==> run_1/gate_families.png <==
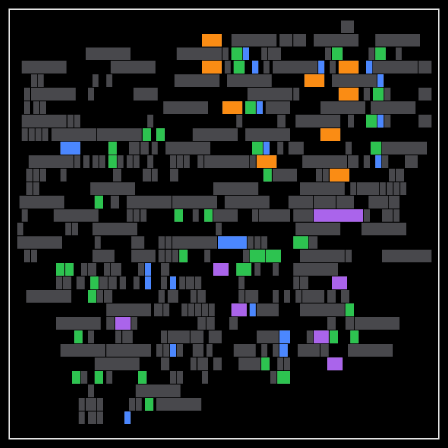
==> run_1/zoom.png <==
Window x 0 to 50, y 36 to 86 um. Cells in gray, sequential cells in the stronger gray; small squares are vias.
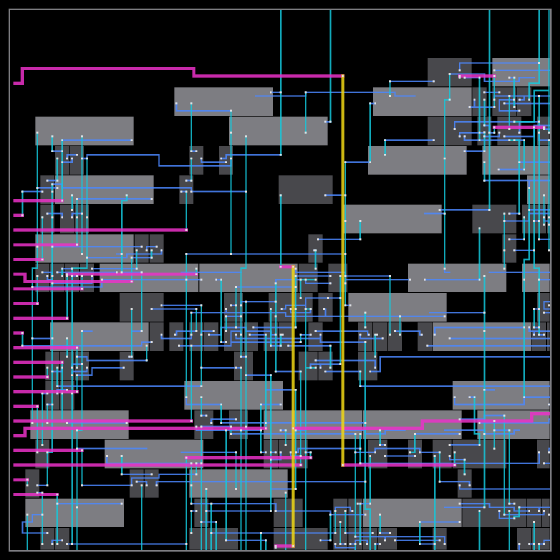
==> run_1/registers.png <==
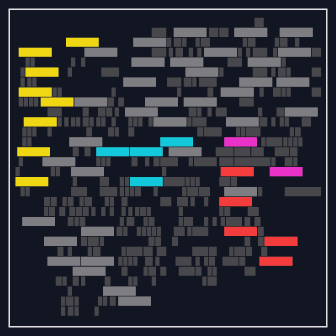
===== src/rtl/weight_seq_ctrl.sv =====
// Weight memory controller: loads N host weights, then streams them to the MAC datapath.
// Stream latency is two cycles from start to first w_valid; w_ready=0 stalls reads via a 2-entry buffer.
module weight_seq_ctrl #(
   parameter int DW    = 8,
   parameter int AW    = 4,
   parameter int DEPTH = 16
) (
   input  logic          clk,
   input  logic          rst_n,
   input  logic          load_start,
   input  logic [AW:0]   n_weights,
   input  logic          s_valid,
   input  logic [DW-1:0] s_data,
   output logic          s_ready,
   input  logic          start,
   output logic          w_valid,
   output logic [DW-1:0] w_data,
   output logic          w_last,
   input  logic          w_ready,
   output logic          busy,
   output logic          loaded,
   output logic          err,
   output logic          mem_wr,
   output logic          mem_rd,
   output logic [AW-1:0] mem_addr,
   output logic [DW-1:0] mem_data,
   input  logic [DW-1:0] mem_rdata
);

   localparam int PW = AW + 1;

   typedef enum logic [1:0] {S_IDLE, S_LOAD, S_LOADED, S_STREAM} state_t;

   state_t             state_q, state_d;
   logic [PW-1:0]      n_q, n_d;
   logic [PW-1:0]      wr_ptr_q, wr_ptr_d;
   logic [PW-1:0]      rd_ptr_q, rd_ptr_d;
   logic               loaded_q, loaded_d;
   logic               err_q, err_d;
   logic               mem_wr_q, mem_wr_d;
   logic [AW-1:0]      wr_addr_q, wr_addr_d;
   logic [DW-1:0]      wr_dat_q, wr_dat_d;
   logic               rd_pend_q, rd_pend_d;
   logic               rd_last_q, rd_last_d;
   logic [1:0][DW-1:0] buf_dat_q, buf_dat_d;
   logic [1:0]         buf_last_q, buf_last_d;
   logic [1:0]         buf_cnt_q, buf_cnt_d;

   logic       n_ok;
   logic       load_go;
   logic       stream_go;
   logic       s_hs;
   logic       last_wr;
   logic       w_pop;
   logic [1:0] occ;

   assign n_ok = (n_weights != '0) && (n_weights <= PW'(DEPTH));

   always_ff @(posedge clk or negedge rst_n) begin
      if (!rst_n) begin
         state_q <= S_IDLE;
      end else begin
         state_q <= state_d;
      end
   end

   always_comb begin
      state_d   = state_q;
      err_d     = 1'b0;
      load_go   = 1'b0;
      stream_go = 1'b0;
      case (state_q)
         S_IDLE: begin
            err_d = start;
            if (load_start) begin
               if (n_ok) begin
                  load_go = 1'b1;
                  state_d = S_LOAD;
               end else begin
                  err_d = 1'b1;
               end
            end
         end
         S_LOADED: begin
            // start takes priority; a simultaneous load_start is flagged and dropped
            if (start) begin
               stream_go = 1'b1;
               state_d   = S_STREAM;
               err_d     = load_start;
            end else if (load_start) begin
               if (n_ok) begin
                  load_go = 1'b1;
                  state_d = S_LOAD;
               end else begin
                  err_d = 1'b1;
               end
            end
         end
         S_LOAD: begin
            err_d = start | load_start;
            if (last_wr) state_d = S_LOADED;
         end
         S_STREAM: begin
            err_d = start | load_start;
            if (w_pop && w_last) state_d = S_LOADED;
         end
         default: state_d = S_IDLE;
      endcase
   end

   always_comb begin
      s_ready  = (state_q == S_LOAD);
      busy     = (state_q == S_LOAD) || (state_q == S_STREAM);
      loaded   = loaded_q;
      err      = err_q;
      w_valid  = (buf_cnt_q != 2'd0);
      w_data   = buf_dat_q[0];
      w_last   = w_valid & buf_last_q[0];
      w_pop    = w_valid & w_ready;
      s_hs     = s_valid & s_ready;
      last_wr  = s_hs && (wr_ptr_q == n_q - PW'(1));
      // Credit the word leaving this cycle so a ready sink sees one weight per cycle.
      occ      = buf_cnt_q + {1'b0, rd_pend_q} - {1'b0, w_pop};
      mem_rd   = (state_q == S_STREAM) && (rd_ptr_q < n_q) && (occ < 2'd2);
      mem_addr = mem_rd ? rd_ptr_q[AW-1:0] : wr_addr_q;
      mem_wr   = mem_wr_q;
      mem_data = wr_dat_q;
   end

   always_comb begin
      n_d        = n_q;
      wr_ptr_d   = wr_ptr_q;
      rd_ptr_d   = rd_ptr_q;
      loaded_d   = loaded_q;
      wr_addr_d  = wr_addr_q;
      wr_dat_d   = wr_dat_q;
      mem_wr_d   = s_hs;
      rd_pend_d  = mem_rd;
      rd_last_d  = mem_rd && (rd_ptr_q == n_q - PW'(1));
      buf_dat_d  = buf_dat_q;
      buf_last_d = buf_last_q;
      buf_cnt_d  = buf_cnt_q + {1'b0, rd_pend_q} - {1'b0, w_pop};

      if (load_go) begin
         n_d      = n_weights;
         wr_ptr_d = '0;
         loaded_d = 1'b0;
      end
      if (s_hs) begin
         wr_ptr_d  = wr_ptr_q + PW'(1);
         wr_addr_d = wr_ptr_q[AW-1:0];
         wr_dat_d  = s_data;
      end
      if (last_wr) loaded_d = 1'b1;
      if (stream_go) rd_ptr_d = '0;
      if (mem_rd) rd_ptr_d = rd_ptr_q + PW'(1);

      if (w_pop) begin
         buf_dat_d[0]  = buf_dat_q[1];
         buf_last_d[0] = buf_last_q[1];
      end
      if (rd_pend_q) begin
         if (buf_cnt_q - {1'b0, w_pop} == 2'd0) begin
            buf_dat_d[0]  = mem_rdata;
            buf_last_d[0] = rd_last_q;
         end else begin
            buf_dat_d[1]  = mem_rdata;
            buf_last_d[1] = rd_last_q;
         end
      end
   end

   always_ff @(posedge clk or negedge rst_n) begin
      if (!rst_n) begin
         n_q        <= '0;
         wr_ptr_q   <= '0;
         rd_ptr_q   <= '0;
         loaded_q   <= 1'b0;
         err_q      <= 1'b0;
         mem_wr_q   <= 1'b0;
         wr_addr_q  <= '0;
         wr_dat_q   <= '0;
         rd_pend_q  <= 1'b0;
         rd_last_q  <= 1'b0;
         buf_dat_q  <= '0;
         buf_last_q <= '0;
         buf_cnt_q  <= '0;
      end else begin
         n_q        <= n_d;
         wr_ptr_q   <= wr_ptr_d;
         rd_ptr_q   <= rd_ptr_d;
         loaded_q   <= loaded_d;
         err_q      <= err_d;
         mem_wr_q   <= mem_wr_d;
         wr_addr_q  <= wr_addr_d;
         wr_dat_q   <= wr_dat_d;
         rd_pend_q  <= rd_pend_d;
         rd_last_q  <= rd_last_d;
         buf_dat_q  <= buf_dat_d;
         buf_last_q <= buf_last_d;
         buf_cnt_q  <= buf_cnt_d;
      end
   end

endmodule


===== config.mk =====
export PLATFORM = sky130hd
export DESIGN_NAME = weight_seq_ctrl
export DESIGN_NICKNAME = d
export VERILOG_FILES = /design/src/rtl/weight_seq_ctrl.sv
export SDC_FILE = /design/constraint.sdc
export NUM_CORES = 1
export LEC_CHECK = 0
export ABC_AREA = 1
export CORE_MARGIN = 1
export CORE_UTILIZATION = 40
export CTS_CLUSTER_DIAMETER = 60
export CTS_CLUSTER_SIZE = 24
export DETAILED_ROUTE_END_ITERATION = 10
export DONT_BUFFER_PORTS = 1
export GPL_ROUTABILITY_DRIVEN = 0
export GPL_TIMING_DRIVEN = 0
export PLACE_DENSITY = 0.56
export SLEW_MARGIN = 20
export SYNTH_ARGS = -nofsm -noshare
export SYNTH_HDL_FRONTEND = slang
export SYNTH_SLANG_ARGS = --single-unit

===== constraint.sdc =====
create_clock -name clk -period 6.1 [get_ports clk]
set_clock_uncertainty 0.15 [all_clocks]
set_input_delay 0.61 -clock clk [delete_from_list [all_inputs] [get_ports clk]]
set_output_delay 0.61 -clock clk [all_outputs]
set_load 0.1 [all_outputs]

==> run notes, run 1 <==
run metrics: yosys cell count=333, clock tree from TritonCTS=yes, R2R Path Start=buf_cnt_q[1], amount of wire on met3 after detailed routing=410 um, endpoint of the most critical setup path=mem_addr[2], area fraction in mux cells=0.0356, class of the most critical hold timing path=in -> async, Final Cycle Share=0.870, most instantiated cells after synthesis=nand2_1, dfrtp_1, inv_1, nand3_1, o21ai_0, # hold bufs at CTS=1, run status=finished clean, post-synth tally of flip-flops with integrated enable=0, basic-gate share of the synthesized area counting and, or, nand and nor cells=0.255, minimum clock period after layout=5310 ps, path depth of the worst reg2reg path=12, top cell class by occupied area=sequential cells, net count after synthesis=370, cell count after synthesis=333, final setup violation count=0, most frequent cell after synthesis=nand2_1, sum of overflow across all layers after global routing=0, Die W=86.3 um, worst hold-check slack=5.40 ps, netlist area before placement=0.00285 mm^2, number of slew-limit violations in the final report=0, cell types with the largest area share after synthesis=dfrtp_1, nand2_1, inv_1, critical path arrival=4550 ps, crit path DRT=5340 ps, CP Max Fanout=10, number of logic inverters in the finished layout=38, buffering stage count on the worst path with inverters included=4, most used cells in the layout excluding fill and tap cells=nand2_1, dfrtp_1, inv_1, nand3_1, o21ai_0, worst setup path category=reg -> out, dominant synthesized flop cell=dfrtp_1, Met2 Wirelength=2.59 mm, port buffer count=0, Die ar.=0.00745 mm^2, share of flip-flops with an asynchronous set or reset=1.00, Reg area=0.00135 mm^2, end of the worst register-to-register path=rd_ptr_q[1], drt first-iter violations=149, critical path startpoint=buf_cnt_q[1], layout multi-input combinational cell count=224, CP endpoint kind=output port, xor and xnor fraction of the mapped netlist area=0.0281, minimum setup slack after placement=1090 ps, layer with the highest usage=met2, number of cells in the design after placement=429, number of buffers added by the clock tree synthesis step=5, max-cap violations=0, antenna violations before repair=0, leading area contributor after synthesis=dfrtp_1, fraction of cell area in non-clock buffers=0.0441, buffer depth of the longest clock path=2
Back to the opening pictures, gate_families.png:
[XOR/XNOR gates] purple | cells: 7
[NOR gates] blue | cells: 19
[inverting AOI/OAI gates] green | cells: 36 | where: spread over the die
[multiplexers] orange | cells: 9
most frequent logic cell in the layout: nand2_1
number of non-filler instances in the completed layout: 438
fraction of area in multi-input gates: 0.402

Back to the opening pictures, zoom.png:
[met4] yellow
[met3] magenta
[met1] blue
[met2] cyan
netlist names of flops here include: mem_data (8), wr_addr_q (4), buf_dat_q (3)
sequential cells in the window: 26
cells with their middle in the window: 119
most frequent: nand2_1 (50), dfrtp_1 (26), inv_1 (11)

Back to the opening pictures, registers.png:
[wr_addr_q] cyan | flops: 4 | where: center
[buf_cnt_q] magenta | flops: 2
[mem_data] yellow | flops: 8
[rd_ptr_q] red | flops: 5

==> inputs of run 2 (changes only) <==
- PLACE_DENSITY: 0.56 -> 0.57
==> run_2/gate_families.png <==
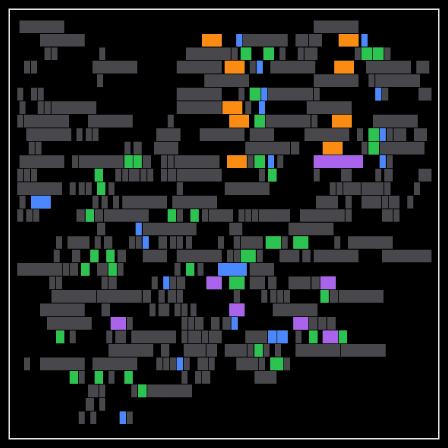
[XOR/XNOR gates] purple | cells: 7
[inverting AOI/OAI gates] green | cells: 36 | where: spread over the die
[multiplexers] orange | cells: 9 | where: top center
[NOR gates] blue | cells: 19

==> run_2/zoom.png <==
Window x 0 to 50, y 36 to 86 um. Cells in gray, sequential cells in the stronger gray; small squares are vias.
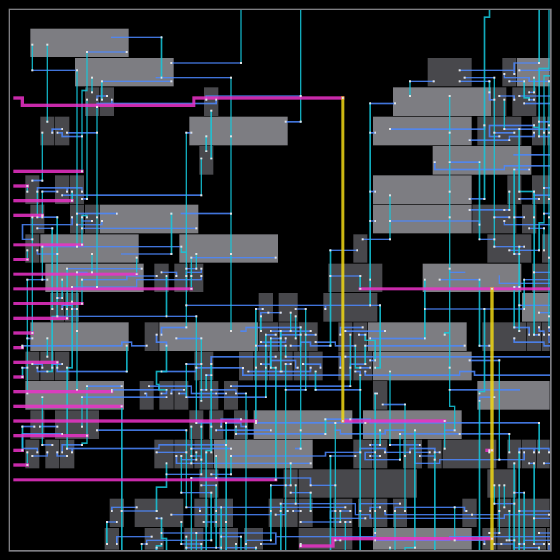
[met3] magenta
[met4] yellow
[met1] blue
[met2] cyan
netlist names of flops here include: mem_data (8), buf_dat_q (4), wr_addr_q (4)
most frequent: nand2_1 (51), dfrtp_1 (23), inv_1 (13)
sequential cells in the window: 23
cells with their middle in the window: 128

==> run_2/registers.png <==
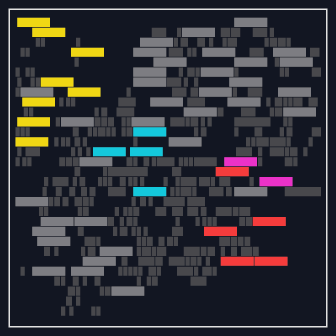
[mem_data] yellow | flops: 8 | where: upper left
[wr_addr_q] cyan | flops: 4 | where: center
[rd_ptr_q] red | flops: 5
[buf_cnt_q] magenta | flops: 2
share of the final layout cell area in sequential cells: 0.434
Reg area: 0.00135 mm^2
core occupancy in the finished layout: 0.456

==> run notes, run 2 <==
run metrics: number of logic inverters in the finished layout=38 (unchanged), highest metal layer used by the detailed router=met4 (unchanged), number of non-filler instances in the completed layout=438 (unchanged), class of the most critical hold timing path=in -> async (unchanged), critical path arrival=4540 ps (was 4550 ps), Die ar.=0.00745 mm^2 (unchanged), Die W=86.3 um (unchanged), fraction of area in multi-input gates=0.399 (was 0.402), DRC violation count after routing=0 (unchanged), f_max=189 MHz (was 188 MHz), Met2 Wirelength=2.58 mm (was 2.59 mm), cell types with the largest area share after synthesis=dfrtp_1, nand2_1, inv_1 (unchanged), area fraction in mux cells=0.0356 (unchanged), path depth of the worst reg2reg path=12 (unchanged), most prevalent standard cell on the critical path=nand2_1 (unchanged), endpoint of the most critical setup path=mem_addr[2] (unchanged), CP Max Fanout=10 (unchanged), # hold bufs at CTS=1 (unchanged), yosys cell count=333 (unchanged), xor and xnor fraction of the mapped netlist area=0.0281 (unchanged), critical path startpoint=buf_cnt_q[1] (unchanged), fraction of cell area in non-clock buffers=0.0438 (was 0.0441), clock tree from TritonCTS=yes (unchanged), crit path DRT=5340 ps (about the same), basic-gate share of the synthesized area counting and, or, nand and nor cells=0.255 (unchanged), most used cells in the layout excluding fill and tap cells=nand2_1, dfrtp_1, inv_1, nand3_1, o21ai_0 (unchanged), port buffer count=0 (unchanged), antenna violations before repair=0 (unchanged), global routing usage on met2=0.263 (was 0.271), Final Cycle Share=0.868 (was 0.870), R2R Path Start=buf_cnt_q[1] (unchanged), buffering stage count on the worst path with inverters included=4 (unchanged), max-cap violations=0 (unchanged), top cell class by occupied area=sequential cells (unchanged), most frequent logic cell in the layout=nand2_1 (unchanged), most instantiated cells after synthesis=nand2_1, dfrtp_1, inv_1, nand3_1, o21ai_0 (unchanged), number of buffers added by the clock tree synthesis step=5 (unchanged), worst hold-check slack=2.67 ps (was 5.40 ps), drt first-iter violations=103 (was 149), minimum setup slack after placement=1080 ps (was 1090 ps), run status=finished clean (unchanged), netlist area before placement=0.00285 mm^2 (unchanged), sum of overflow across all layers after global routing=0 (unchanged), cell count after synthesis=333 (unchanged), layer with the highest usage=met2 (unchanged), share of flip-flops with an asynchronous set or reset=1.00 (unchanged), number of cells in the design after placement=429 (unchanged), layout filler cell count=709 (was 699), most frequent cell after synthesis=nand2_1 (unchanged), leading area contributor after synthesis=dfrtp_1 (unchanged), amount of wire on met3 after detailed routing=321 um (was 410 um), layout multi-input combinational cell count=224 (unchanged), number of slew-limit violations in the final report=0 (unchanged), net count after synthesis=370 (unchanged), area of placed instances=0.00297 mm^2 (unchanged), CP endpoint kind=output port (unchanged), final setup violation count=0 (unchanged)
